<file path="config.mk">
export PLATFORM = sky130hd
export DESIGN_NAME = timer_rd_port
export DESIGN_NICKNAME = d
export VERILOG_FILES = /design/src/rtl/timer_rd_port.sv
export SDC_FILE = /design/constraint.sdc
export NUM_CORES = 1
export LEC_CHECK = 0
export CORE_MARGIN = 5
export CORE_UTILIZATION = 31
export CTS_CLUSTER_SIZE = 14
export DETAILED_ROUTE_END_ITERATION = 10
export PLACE_DENSITY_LB_ADDON = 0.3
export SLEW_MARGIN = 20
export SYNTH_ARGS = -nofsm -noshare
export SYNTH_HDL_FRONTEND = slang
export SYNTH_SLANG_ARGS = --single-unit
</file>
<file path="constraint.sdc">
create_clock -name clk -period 1.55 [get_ports clk]
set_input_delay 0.3875 -clock clk [delete_from_list [all_inputs] [get_ports clk]]
set_output_delay 0.3875 -clock clk [all_outputs]
set_load 0.02 [all_outputs]
</file>
<file path="src/rtl/timer_rd_port.sv">
// Read-side APB responder for the 64-bit timer: TDR0/TDR1/SNAP with wait states
// and an upper-half shadow that keeps a TDR0-then-TDR1 read pair coherent.
module timer_rd_port #(
  parameter int unsigned WAIT_STATES = 1,
  localparam int unsigned ADDR_W = 12,
  localparam int unsigned CNT_W  = 64,
  localparam int unsigned DATA_W = 32
) (
  input  logic              clk,
  input  logic              rst_n,
  input  logic              psel,
  input  logic              penable,
  input  logic              pwrite,
  input  logic [ADDR_W-1:0] paddr,
  input  logic [CNT_W-1:0]  cnt,
  input  logic              cnt_clr,
  input  logic              tdr_wr_sel,
  output logic [DATA_W-1:0] prdata,
  output logic              pready,
  output logic              pslverr,
  output logic              snap_valid
);

  localparam int unsigned WCNT_W = 3;
  localparam int unsigned OFF_W  = ADDR_W - 2;

  localparam logic [1:0] S_IDLE = 2'd0;
  localparam logic [1:0] S_WAIT = 2'd1;
  localparam logic [1:0] S_RESP = 2'd2;

  localparam logic [OFF_W-1:0] OFF_TDR0 = OFF_W'(0);
  localparam logic [OFF_W-1:0] OFF_TDR1 = OFF_W'(1);
  localparam logic [OFF_W-1:0] OFF_SNAP = OFF_W'(2);

  localparam logic [WCNT_W-1:0] WAIT_LD = WCNT_W'(WAIT_STATES);

  logic [1:0]        r_state;
  logic [1:0]        w_state_nxt;
  logic [WCNT_W-1:0] r_wcnt;
  logic [WCNT_W-1:0] w_wcnt_nxt;
  logic              w_capture;
  logic [OFF_W-1:0]  w_off;
  logic [DATA_W-1:0] w_rdata;
  logic              w_err;
  logic              w_unused_addr;

  logic [DATA_W-1:0] r_prdata;
  logic              r_pready;
  logic              r_pslverr;
  logic              r_snap_valid;
  logic [DATA_W-1:0] r_hi_shadow;

  assign w_off         = paddr[ADDR_W-1:2];
  assign w_unused_addr = ^paddr[1:0];

  // State register
  always_ff @(posedge clk or negedge rst_n) begin
    if (!rst_n) begin
      r_state <= S_IDLE;
      r_wcnt  <= '0;
    end else begin
      r_state <= w_state_nxt;
      r_wcnt  <= w_wcnt_nxt;
    end
  end

  // Next state and capture strobe
  always_comb begin
    w_state_nxt = r_state;
    w_wcnt_nxt  = r_wcnt;
    w_capture   = 1'b0;
    case (r_state)
      S_IDLE: begin
        if (psel && !penable && !pwrite) begin
          if (WAIT_STATES == 32'd0) begin
            w_capture   = 1'b1;
            w_state_nxt = S_RESP;
          end else begin
            w_wcnt_nxt  = WAIT_LD;
            w_state_nxt = S_WAIT;
          end
        end
      end
      S_WAIT: begin
        if (!psel) begin
          w_wcnt_nxt  = '0;
          w_state_nxt = S_IDLE;
        end else begin
          if (r_wcnt != '0) begin
            w_wcnt_nxt = r_wcnt - WCNT_W'(1);
          end
          if (r_wcnt == WCNT_W'(1)) begin
            w_capture   = 1'b1;
            w_state_nxt = S_RESP;
          end
        end
      end
      S_RESP: begin
        w_state_nxt = S_IDLE;
      end
      default: begin
        w_state_nxt = S_IDLE;
        w_wcnt_nxt  = '0;
      end
    endcase
  end

  // Read mux, evaluated on pre-edge counter and shadow values
  always_comb begin
    w_rdata = '0;
    w_err   = 1'b0;
    case (w_off)
      OFF_TDR0: w_rdata = cnt[DATA_W-1:0];
      OFF_TDR1: w_rdata = r_snap_valid ? r_hi_shadow : cnt[CNT_W-1:DATA_W];
      OFF_SNAP: w_rdata = {(DATA_W-1)'(0), r_snap_valid};
      default:  w_err   = 1'b1;
    endcase
  end

  // Response registers; pslverr only lives in the pready cycle
  always_ff @(posedge clk or negedge rst_n) begin
    if (!rst_n) begin
      r_prdata  <= '0;
      r_pready  <= 1'b0;
      r_pslverr <= 1'b0;
    end else begin
      r_pready  <= w_capture;
      r_pslverr <= w_capture & w_err;
      if (w_capture) begin
        r_prdata <= w_rdata;
      end
    end
  end

  // Shadow maintenance: clear beats write strobe beats read side effects
  always_ff @(posedge clk or negedge rst_n) begin
    if (!rst_n) begin
      r_hi_shadow  <= '0;
      r_snap_valid <= 1'b0;
    end else if (cnt_clr) begin
      r_hi_shadow  <= '0;
      r_snap_valid <= 1'b0;
    end else if (tdr_wr_sel) begin
      r_snap_valid <= 1'b0;
    end else if (w_capture) begin
      if (w_off == OFF_TDR0) begin
        r_hi_shadow  <= cnt[CNT_W-1:DATA_W];
        r_snap_valid <= 1'b1;
      end else if (w_off == OFF_TDR1) begin
        r_snap_valid <= 1'b0;
      end
    end
  end

  assign prdata     = r_prdata;
  assign pready     = r_pready;
  assign pslverr    = r_pslverr;
  assign snap_valid = r_snap_valid;

endmodule

</file>
==> changes_impl.md, run 1 <==
### Physical design

* Status: complete, but fails checks
* Failing checks: negative setup slack
* Overall routed net length at 9.78 mm
* Area added between synthesis and finish at 54.2%
* Met1 Usage GRT at 0.209
* Chip area estimate from yosys synthesis at 0.00339 mm^2
* Crit Path Class: flip-flop to flip-flop
* Clock sink count at 72
* Final worst setup slack at -150 ps
* H-tree depth at 3
* Tapcells at 140
* Flop2flop setup slack at -150 ps
* WP depth at 7
* Top cells by area: dfrtp_1 53%, mux2i_1 10%, a22o_1 8.3%
* Area leader, netlist: dfrtp_1
* Log Warnings at 33
* Hold crit path type: primary input to asynchronous set/reset pin
* Final setup violation count at 65
* Logic cell area at 0.00160 mm^2
* Fin crit share at 1.10
* Worst VDD drop at 0.394 mV
* Signal buffers share of area at 0.276
* Chip footprint at around 0.013 mm^2
* DRC viols at 0
## run 1: synthesized netlist by cell type
cell type  count
dfrtp_1       72
nor2_1        36
nand2_1       35
a21oi_1       34
mux2i_1       34
a22o_1        32
o21ai_1       32
buf_2          9
clkbuf_1       9
inv_1          6
buf_6          3
ha_1           3
nand2b_1       3
buf_1          2
buf_4          2
nor4_1         2
a211oi_1       1
a31o_1         1
a31oi_1        1
a31oi_2        1
and3_1         1
and4_1         1
and4bb_1       1
mux2_1         1
nand2_2        1
nand3b_1       1
nor2b_1        1
nor3_1         1
o21ai_0        1
o22ai_1        1
o31ai_1        1
or3_1          1
or3_4          1
or3b_2         1
## run 1: placed cells by master (no fill, tap or decap), types with 2 or more instances in the layout
cell type	n
dlygate4sd2_1	34
inv_2	2
buf_4	18
a21oi_1	34
o21ai_2	27
buf_12	7
nor2_1	36
dfrtp_1	71
clkdlybuf4s50_1	79
clkbuf_8	12
buf_6	4
o21ai_1	6
nor4_2	2
or3_4	2
a22o_1	32
clkinv_2	3
nand2_1	35
nand2b_1	3
ha_4	2
mux2i_1	34
inv_1	3
## run 1: logic make-up after synthesis
family          count (synthesis)
simple gates                   86
buf+inv                        31
fa+ha+maj                       3
compound gates                105
flops                          72
mux                            35
## run 1: sequential cells by signal, indices dropped and copies added, names as in the netlist
register,count
snap_valid,1
r_hi_shadow,32
pslverr,1
prdata,32
pready,1
r_wcnt,3
r_state,2
## run 1: per-stage QoR
stage | hold slack, ps | std cells | area [um^2]
finish | 467 | 608 | 5230
floorplan | 91.9 | 332 | 3430
detailed placement | 306 | 588 | 4880
global route | 492 | 608 | 5230
global placement | 303 | 588 | 4880
CTS | 466 | 607 | 5140
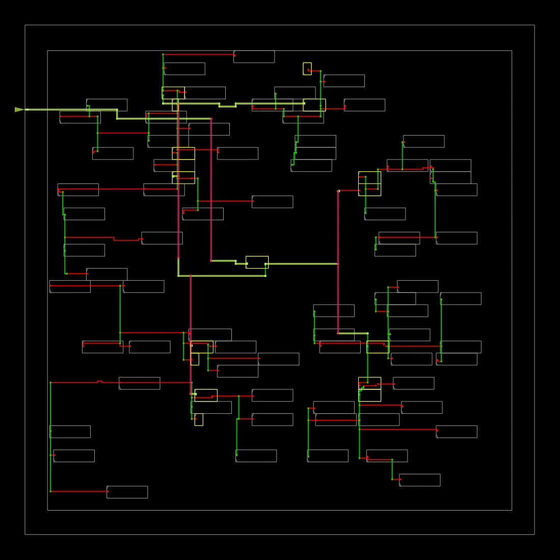
*The clock network, run 1*
Late-Pin Clk Latency: 350 ps
clock skew: 8.25 ps
Clock group: 0.00139 W
Seq cells: 72

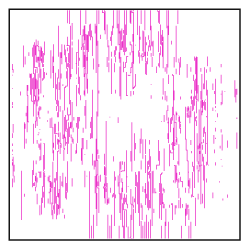
*Signal wires on met2, run 1*
Scale: 2 px per um.
nets with wire on the layer: 467
longest straight run: 51.7 um
share of all routed wire: 47%
wire length on this layer: 4560 um
via count: 2977
M2 GR Usage: 0.239

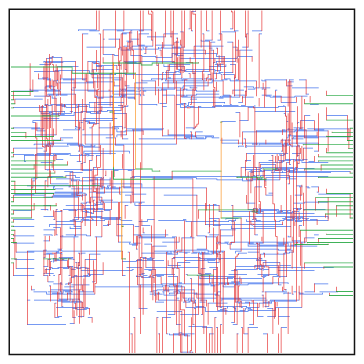
*Signal wires by layer, run 1*
Scale: 3 px per um.
[orange] metal 4 | wire length: 125 um
[blue] metal 1 | wire length: 4350 um
[red] metal 2 | wire length: 4560 um
[green] metal 3 | wire length: 746 um

### Met3 routing, run 1

Scale: 2 px per um. Cells faint in the background.
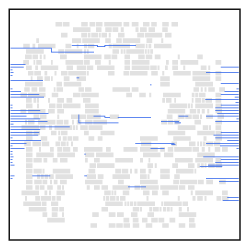

==> inputs of run 2 (changes only) <==
- CAP_MARGIN: default -> 15
- SKIP_CTS_REPAIR_TIMING: default -> 1
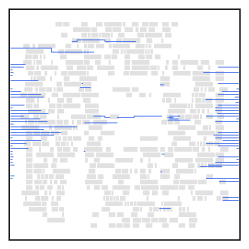
*Met3 routing, run 2*
Scale: 2 px per um. Cells faint in the background.
longest straight run: 32.9 um
nets with wire on the layer: 75
wire length on this layer: 749 um

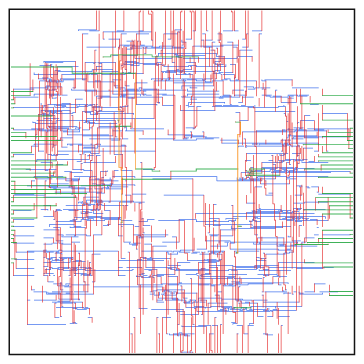
*Signal wires by layer, run 2*
Scale: 3 px per um.
[orange] metal 4 | wire length: 133 um
[blue] metal 1 | wire length: 4290 um
[red] metal 2 | wire length: 4590 um
[green] metal 3 | wire length: 749 um

==> run 2 against run 1 <==
The run still ends with negative setup slack left. Flip-flop count is the same. Register-to-register slack lost 30 ps. Synthesized area is the same. Critical path type is now primary input to flip-flop. Highest routed layer unchanged.
==> changes_impl.md, run 2 <==
### Physical design

* Design Area, Final at 0.00537 mm^2 (+2.8%)
* Post-synth top cells: 72 x dfrtp_1, 36 x nor2_1, 35 x nand2_1
* Final Hold Fails at 0
* Final hold slack at 465 ps (-2.06 ps)
* Fin crit share at 1.13 (+0.0311)
* Hold crit path type: primary input to asynchronous set/reset pin
* Via count at 2968 (-0.30%)
* Overall routed net length at 9.76 mm (-0.20%)
* Crit Path Class: primary input to flip-flop
* Chip area estimate from yosys synthesis at 0.00339 mm^2 (unchanged)
* Chip footprint at 0.0131 mm^2 (unchanged)
* Fin cells at 608 (unchanged)
* Top_reg_cell synth: dfrtp_1
* Post-synth EDFFs at 0 (unchanged)
* Final setup violation count at 65 (unchanged)
* Met1 Usage GRT at 0.202 (-0.00633)
* Logic cell area at 0.00158 mm^2 (-0.94%)
* Clock skew at 8.45 ps (+0.194 ps)
* Clock sink count at 72 (unchanged)
* Worst VDD drop at 0.345 mV (-12%)
* Log Warnings at 32 (-3.0%)
* Post-DP Area at 0.00488 mm^2 (unchanged)
* Late-Pin Clk Latency at 350 ps (about the same)
* Failing checks: negative setup slack
* Top cells by area: dfrtp_1 53%, mux2i_1 10%, a22o_1 8.3%
* # placed instances at 588 (unchanged)
* Most frequent logic cell in the layout: clkdlybuf4s50_1
* Final worst setup slack at -198 ps (-48.2 ps)
* FFs w/ async S/R, synth at 1.00 (unchanged)
* Status: complete, but fails checks
* M2 GR Usage at 0.228 (-0.0109)
==> run 2: cell count changes in the layout (fill, tap and decap cells not counted), sizes merged <==
cell           change
clkbuf             +2
clkdlybuf4s15      -1
buf                -2
dlymetal6s2s      +35
dlygate4sd2       -34
==> run 2: final cells by class <==
cell class,count,share of cell area
flip-flops and latches,72,0.336
repair buffers,145,0.299
multi-input cells,229,0.294
well taps,140,0.0326
clock buffers,13,0.0314
inverters,6,0.00419
clock inverters,3,0.00279
==> run 2: cells by family after synthesis <==
kind of cell / share of synthesized area
compound gates: 0.196
fa+ha+maj: 0.0111
buf+inv: 0.0465
flops: 0.532
mux: 0.104
simple gates: 0.111
==> run 2: path summary, 6_finish.rpt <==
check,endpoint,depth (start not counted),from
setup / recovery,r_hi_shadow[14],6,paddr[11]
max in group asynchronous,r_hi_shadow[12],3,rst_n
min in group clk,prdata[11],2,prdata[11]
hold / removal,prdata[8],2,rst_n
hold reg to reg,prdata[11],2,prdata[11]
setup reg to reg,r_hi_shadow[14],7,r_wcnt[1]
==> run 2: worst register-to-register path, cell delays in order, from the launching register on <==
cell and delay [ps]:
dfrtp_1 370, inv_2 70, ha_4 130, and4bb_1 240, and4_4 250, a31oi_4 140, buf_12 190, a22o_1 230
==> run 2: power groups by stage <==
stage / clock network [W] / logic [W] / registers [W]
2_1_floorplan: 0 / 0.000229 / 0.00196
3_3_place_gp: 0 / 0.000634 / 0.00195
3_5_place_dp: 0 / 0.000645 / 0.00196
4_1_cts: 0.00144 / 0.000648 / 0.00192
5_1_grt: 0.00154 / 0.000761 / 0.00192
6_report: 0.00140 / 0.000689 / 0.00192
Power and IR drop assume default switching activity.
